[src/rtl/dlx_mem_arbiter.sv]
// Purpose: shares one single-port memory between instruction fetch (IF) and data memory (DM).
// Latency: req to valid is 2 cycles minimum (grant edge, then ack edge); memory latency is set by mem_ack.
// Backpressure: requesters hold req while stalled; one transaction is outstanding; a missing ack aborts after TIMEOUT cycles.
module dlx_mem_arbiter #(
  parameter int AW         = 32,
  parameter int STARVE_MAX = 2,   // must be >= 1
  parameter int TIMEOUT    = 15   // must be >= 1
) (
  input  logic          clock1,
  input  logic          reset1,
  // instruction fetch side
  input  logic          if_req,
  input  logic [AW-1:0] if_addr,
  input  logic          if_flush,
  output logic [31:0]   if_rdata,
  output logic          if_valid,
  output logic          if_stall,
  // data memory side
  input  logic          dm_req,
  input  logic          dm_we,
  input  logic [AW-1:0] dm_addr,
  input  logic [31:0]   dm_wdata,
  output logic [31:0]   dm_rdata,
  output logic          dm_valid,
  output logic          dm_stall,
  // shared memory side
  output logic          mem_req,
  output logic          mem_we,
  output logic [AW-1:0] mem_addr,
  output logic [31:0]   mem_wdata,
  input  logic [31:0]   mem_rdata,
  input  logic          mem_ack,
  output logic          err
);

  localparam int SW = $clog2(STARVE_MAX + 1);
  localparam int TW = $clog2(TIMEOUT + 1);

  typedef enum logic [1:0] {
    IDLE    = 2'd0,
    IF_BUSY = 2'd1,
    DM_BUSY = 2'd2
  } state_t;

  state_t        state, state_nxt;
  logic [SW-1:0] starve_cnt, starve_nxt;
  logic [TW-1:0] to_cnt, to_nxt;
  logic [TW-1:0] to_inc;
  logic          flush_pend, flush_pend_nxt;

  logic          mem_req_nxt, mem_we_nxt;
  logic [AW-1:0] mem_addr_nxt;
  logic [31:0]   mem_wdata_nxt;
  logic [31:0]   if_rdata_nxt, dm_rdata_nxt;
  logic          if_valid_r, if_valid_nxt;
  logic          dm_valid_nxt, err_nxt;

  logic          ack;
  logic          if_live;
  logic          starved;
  logic          win_dm, win_if;
  logic          grant_dm, grant_if;
  logic          timed_out;

  // A flush in the valid cycle itself kills the pulse, so the registered
  // valid is masked combinationally.
  assign if_valid = if_valid_r & ~if_flush;

  assign if_stall = if_req & ~if_valid & ~if_flush;
  assign dm_stall = dm_req & ~dm_valid;

  // An ack with no request outstanding is meaningless and is dropped.
  assign ack = mem_ack & mem_req;

  // Arbitration picks a winner from the raw requests first and only then
  // refuses the grant if the winner is in its own valid cycle. This way the
  // valid cycle of the favoured requester is an empty slot rather than a free
  // grant for the other side, so the DM/IF ratio set by the starvation
  // counter holds for back-to-back traffic, and no requester is granted twice
  // for the same held request.
  assign if_live  = if_req & ~if_flush;
  assign starved  = (starve_cnt == SW'(STARVE_MAX));
  assign win_dm   = dm_req & (~if_live | ~starved);
  assign win_if   = if_live & ~win_dm;
  assign grant_dm = win_dm & ~dm_valid;
  assign grant_if = win_if & ~if_valid;

  assign to_inc    = to_cnt + 1'b1;
  assign timed_out = (to_inc == TW'(TIMEOUT));

  // Next-state and next-output logic for the arbiter FSM.
  always_comb begin
    state_nxt      = state;
    starve_nxt     = starve_cnt;
    to_nxt         = to_cnt;
    flush_pend_nxt = flush_pend;
    mem_req_nxt    = mem_req;
    mem_we_nxt     = mem_we;
    mem_addr_nxt   = mem_addr;
    mem_wdata_nxt  = mem_wdata;
    if_rdata_nxt   = if_rdata;
    dm_rdata_nxt   = dm_rdata;
    if_valid_nxt   = 1'b0;
    dm_valid_nxt   = 1'b0;
    err_nxt        = 1'b0;

    // IF not waiting means nobody is being starved.
    if (!if_req) begin
      starve_nxt = '0;
    end

    case (state)
      IDLE: begin
        flush_pend_nxt = 1'b0;
        if (grant_dm) begin
          state_nxt     = DM_BUSY;
          mem_req_nxt   = 1'b1;
          mem_we_nxt    = dm_we;
          mem_addr_nxt  = dm_addr;
          mem_wdata_nxt = dm_wdata;
          to_nxt        = '0;
          if (if_req && !starved) begin
            starve_nxt = starve_cnt + 1'b1;
          end
        end else if (grant_if) begin
          state_nxt     = IF_BUSY;
          mem_req_nxt   = 1'b1;
          mem_we_nxt    = 1'b0;
          mem_addr_nxt  = if_addr;
          mem_wdata_nxt = '0;
          to_nxt        = '0;
          starve_nxt    = '0;
        end
      end

      IF_BUSY: begin
        if (if_flush) begin
          flush_pend_nxt = 1'b1;
        end
        if (ack) begin
          // The access always retires; only the delivery to IF is cancelled.
          state_nxt      = IDLE;
          mem_req_nxt    = 1'b0;
          flush_pend_nxt = 1'b0;
          if (!flush_pend && !if_flush) begin
            if_rdata_nxt = mem_rdata;
            if_valid_nxt = 1'b1;
          end
        end else if (timed_out) begin
          state_nxt      = IDLE;
          mem_req_nxt    = 1'b0;
          flush_pend_nxt = 1'b0;
          err_nxt        = 1'b1;
          to_nxt         = '0;
        end else begin
          to_nxt = to_inc;
        end
      end

      DM_BUSY: begin
        if (ack) begin
          state_nxt    = IDLE;
          mem_req_nxt  = 1'b0;
          dm_rdata_nxt = mem_rdata;
          dm_valid_nxt = 1'b1;
        end else if (timed_out) begin
          state_nxt   = IDLE;
          mem_req_nxt = 1'b0;
          err_nxt     = 1'b1;
          to_nxt      = '0;
        end else begin
          to_nxt = to_inc;
        end
      end

      default: begin
        state_nxt   = IDLE;
        mem_req_nxt = 1'b0;
      end
    endcase
  end

  // State and registered outputs; reset drops any in-flight access silently.
  always_ff @(posedge clock1 or posedge reset1) begin
    if (reset1) begin
      state      <= IDLE;
      starve_cnt <= '0;
      to_cnt     <= '0;
      flush_pend <= 1'b0;
      mem_req    <= 1'b0;
      mem_we     <= 1'b0;
      mem_addr   <= '0;
      mem_wdata  <= '0;
      if_rdata   <= '0;
      dm_rdata   <= '0;
      if_valid_r <= 1'b0;
      dm_valid   <= 1'b0;
      err        <= 1'b0;
    end else begin
      state      <= state_nxt;
      starve_cnt <= starve_nxt;
      to_cnt     <= to_nxt;
      flush_pend <= flush_pend_nxt;
      mem_req    <= mem_req_nxt;
      mem_we     <= mem_we_nxt;
      mem_addr   <= mem_addr_nxt;
      mem_wdata  <= mem_wdata_nxt;
      if_rdata   <= if_rdata_nxt;
      dm_rdata   <= dm_rdata_nxt;
      if_valid_r <= if_valid_nxt;
      dm_valid   <= dm_valid_nxt;
      err        <= err_nxt;
    end
  end

endmodule

[config.mk]
export PLATFORM = sky130hd
export DESIGN_NAME = dlx_mem_arbiter
export DESIGN_NICKNAME = d
export VERILOG_FILES = /design/src/rtl/dlx_mem_arbiter.sv
export SDC_FILE = /design/constraint.sdc
export NUM_CORES = 1
export LEC_CHECK = 0
export CORE_ASPECT_RATIO = 1.25
export CORE_MARGIN = 2
export CORE_UTILIZATION = 46
export CTS_BUF_LIST = sky130_fd_sc_hd__clkbuf_2 sky130_fd_sc_hd__clkbuf_4 sky130_fd_sc_hd__clkbuf_8
export CTS_CLUSTER_SIZE = 40
export DETAILED_ROUTE_END_ITERATION = 10
export GPL_ROUTABILITY_DRIVEN = 0
export PLACE_DENSITY = 0.89
export SETUP_SLACK_MARGIN = 0.5
export SKIP_LAST_GASP = 1
export SYNTH_ARGS = -nofsm -noshare
export SYNTH_HDL_FRONTEND = slang
export SYNTH_SLANG_ARGS = --single-unit
[constraint.sdc]
create_clock -name clock1 -period 8.1 [get_ports clock1]
set_clock_uncertainty 0.2 [all_clocks]
set_input_delay 1.62 -clock clock1 [delete_from_list [all_inputs] [get_ports clock1]]
set_output_delay 1.62 -clock clock1 [all_outputs]
set_load 0.05 [all_outputs]
### Routed clock nets over the placement, run 1

Scale: 3 px per um.
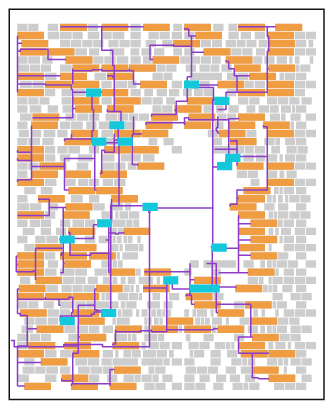
[orange] flip-flops | count: 142
[purple] clock wires | length: 1560 um
[cyan] clock-net drivers | count: 17
routed clock nets: 18

### Sequential cells grouped by signal name, run 1

Scale: 2 px per um. Other sequential cells in the stronger grey, the rest of the logic in the fainter grey.
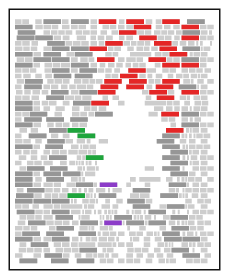
| colour | signal | placed flops |
|---|---|---|
| green | to_cnt | 4 |
| red | mem_wdata | 32 |
| purple | starve_cnt | 2 |

### Met3 routing, run 1

Scale: 2 px per um. Cells faint in the background.
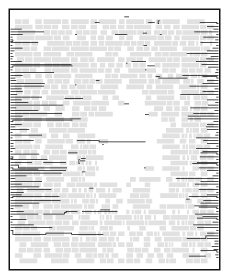
nets with wire on the layer: 179
main direction: horizontal
wire length on this layer: 1590 um

==> flow_summary.ini, run 1 <==
; yosys + openroad results
[synth]
mux_share_pct = 17.95
fa_ha_area_share_pct = 1.294
yosys_area_um2 = 5801
synth_stat.cells = 432
netlist_instances = 432

[floorplanning]
io_pins = 270
dieArea_um2 = 13530
fp_util_pct = 47.48

[critical_path]
timing.reg2reg.setup_slack_ns = 5.43
cp_max_fo = 4

[grt]
grt_usage_pct = 23.95
busiest_layer = met2

[run_status]
status = finished clean

[cts]
cts_buffer_depth = 2

[min_path]
hold_depth = 2

[final_layout]
nFillCells = 803
area_delta_synth_final_pct = 56.45

[power]
swShare_pct = 47.42
p_int_mw = 2.265

[timing]
hold_viol = 0

[routing]
wl_mm = 16.12
route.vias.total = 4508
[run 1: placed cells by master (no fill, tap or decap), types with 4 or more instances in the layout]
cell type / instances
buf_4: 4
mux2i_1: 32
ha_1: 6
nor2b_1: 5
clkdlybuf4s50_1: 269
a22o_1: 34
bufinv_16: 4
a21oi_1: 5
o21ai_1: 5
nand3_1: 6
inv_1: 7
mux2_2: 63
inv_6: 5
clkbuf_8: 21
nand2_1: 42
o21ai_0: 34
dfrtp_1: 142
[run 1: metrics by stage]
stage / cell area, um^2 / power [mW] / instances / utilization [%]
floorplan: 5801 / 2.808 / 432 / -
global placement: 8606 / 3.597 / 845 / 70.44
detailed placement: 8606 / 3.673 / 845 / 70.44
CTS: 9075 / 4.340 / 877 / 74.28
global route: 9075 / 4.496 / 877 / 74.28
finish: 9075 / 4.307 / 877 / 74.28
[run 1: worst min-delay path, stage by stage (launching register included)]
cell and delay (ns):
dfrtp_1 0.34, nand2_1 0.04, o21ai_0 0.07
[run 1: power groups by stage]
stage | combinational, mW | clock [mW] | sequential (mW)
5_1_grt | 2.55 | 0.690 | 1.26
4_1_cts | 2.46 | 0.663 | 1.22
6_report | 2.44 | 0.643 | 1.22
3_5_place_dp | 2.44 | 0 | 1.23
2_1_floorplan | 0.513 | 0 | 2.29
3_3_place_gp | 2.40 | 0 | 1.20
[run 1: cell type report]
class / instances / area, um^2 / area share [%]
inverters: 9 / 38.79 / 0.4274
clock buffers: 22 / 296.5 / 3.268
well taps: 164 / 205.2 / 2.261
clock inverters: 10 / 172.7 / 1.903
multi-input cells: 257 / 2086 / 22.98
flip-flops and latches: 142 / 3553 / 39.16
repair buffers: 273 / 2723 / 30.00
### Routed metal, one colour a layer, run 1

Scale: 2 px per um.
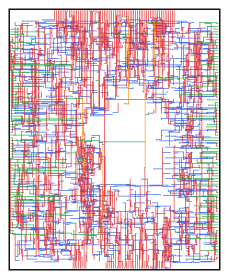

==> run 2: changes to the inputs <==
--- a/config.mk
+++ b/config.mk
@@ -7,12 +7,12 @@
 export LEC_CHECK = 0
 export CORE_ASPECT_RATIO = 1.25
 export CORE_MARGIN = 2
-export CORE_UTILIZATION = 46
+export CORE_UTILIZATION = 43
 export CTS_BUF_LIST = sky130_fd_sc_hd__clkbuf_2 sky130_fd_sc_hd__clkbuf_4 sky130_fd_sc_hd__clkbuf_8
 export CTS_CLUSTER_SIZE = 40
 export DETAILED_ROUTE_END_ITERATION = 10
 export GPL_ROUTABILITY_DRIVEN = 0
-export PLACE_DENSITY = 0.89
+export PLACE_DENSITY = 0.84
 export SETUP_SLACK_MARGIN = 0.5
 export SKIP_LAST_GASP = 1
 export SYNTH_ARGS = -nofsm -noshare
==> constraint.sdc (replaced) <==
create_clock -name clock1 -period 4.7 [get_ports clock1]
set_clock_uncertainty 0.2 [all_clocks]
set_input_delay 0.94 -clock clock1 [delete_from_list [all_inputs] [get_ports clock1]]
set_output_delay 0.94 -clock clock1 [all_outputs]
set_load 0.05 [all_outputs]
### Routed metal, one colour a layer, run 2

Scale: 2 px per um.
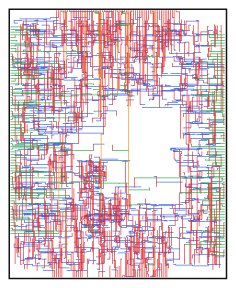
| colour | layer | wire length |
|---|---|---|
| red | M2 | 8120 um |
| orange | M4 | 446 um |
| green | M3 | 1740 um |
| blue | M1 | 5690 um |

### Met3 routing, run 2

Scale: 2 px per um. Cells faint in the background.
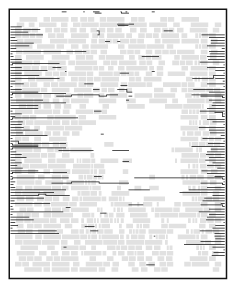
share of all routed wire: 11%
main direction: horizontal
nets with wire on the layer: 178
wire length on this layer: 1740 um

==> run 2 against run 1 <==
Critical path depth is the same; worst setup slack lost 2.1 ns; sequential cell count is the same; highest routed layer unchanged; global-route usage shrank 1.7 points.
==> flow_summary.ini, run 2 <==
; yosys + openroad results
[run_status]
status = finished clean

[critical_path]
timing.reg2reg.setup_slack_ns = 2.09
cp_max_fo = 4
cp_slowest_cell = clkdlybuf4s50_1
cp.depth = 3

[final_layout]
lay_top_count = clkdlybuf4s50_1
comb_area_um2 = 2086
stdcell_area_um2 = 9174
seqCellArea_um2 = 3553
layout.cells.non_filler = 886
post-route-util_pct = 69.33
nFillCells = 907
area_delta_synth_final_pct = 58.15
final_cell_mix = 269 x clkdlybuf4s50_1, 142 x dfrtp_1, 63 x mux2_2

[place]
dp_cells = 855
place_area_um2 = 8648

[routing]
route.vias.total = 4517
first_pass_iters = 5
wl_mm = 16.00

[timing]
hold_viol = 0

[floorplanning]
fp_util_pct = 43.84
dieArea_um2 = 14440
io_pins = 270

[synth]
fa_ha_area_share_pct = 1.294
mux_share_pct = 17.95
synth_stat.cells = 432
area_leaders = dfrtp_1 61%, mux2_2 12%, mux2i_1 5.5%, a22o_1 5.1%, o21ai_0 2.9%
yosys_area_um2 = 5801

[cts]
cts_buffer_depth = 2

[power]
p_total_mw = 7.586

[grt]
grt_usage_pct = 22.22
-- run 2: how the worst min path moves through the flow --
stage,startpoint,to,cells past startpoint
final,mem_addr[4],mem_addr[4],2
after global routing,mem_addr[24],mem_addr[24],2
after floorplan,starve_cnt[1],starve_cnt[1],2
after global placement,mem_addr[25],mem_addr[25],2
after detailed placement,mem_addr[4],mem_addr[4],2
after CTS,mem_addr[4],mem_addr[4],2
-- run 2: metal layers --
metal,routed length [um],up-vias,global-route usage [%]
met5,0,-,0
met2,8117,214,39.31
li1,-,2084,-
met3,1743,32,9.670
met1,5692,2187,22.99
met4,446,0,8.547
-- run 2: where the power goes --
part	switching [mW]	internal, mW	total [mW]
Sequential	0.322	1.78	2.10
Clock	0.474	0.803	1.28
Combinational	2.73	1.48	4.21
-- run 2: cells by family after synthesis --
group	Yosys count
AND-OR/OR-AND	90
adder cells (fa/ha/maj)	6
buffers and inverters	33
flip-flops	142
multiplexers	96
AND/OR/NAND/NOR	65
-- run 2: worst reg2reg max path, delay by kind of cell, from the launching register on --
kind            cells  cell delay, ns
compound gates      2            0.46
flops               1            0.40
fa+ha+maj           1            0.28
buf+inv             2            0.49
simple gates        2            0.66
-- run 2: area by class of cell --
cell class | instances | share of cell area (%)
timing repair buffer | 276 | 30.06
clock inverter | 13 | 3.096
multi-input combinational | 257 | 22.74
sequential | 142 | 38.73
tap | 171 | 2.332
clock buffer | 18 | 2.632
inverter | 9 | 0.4092
Power and IR drop assume default switching activity.
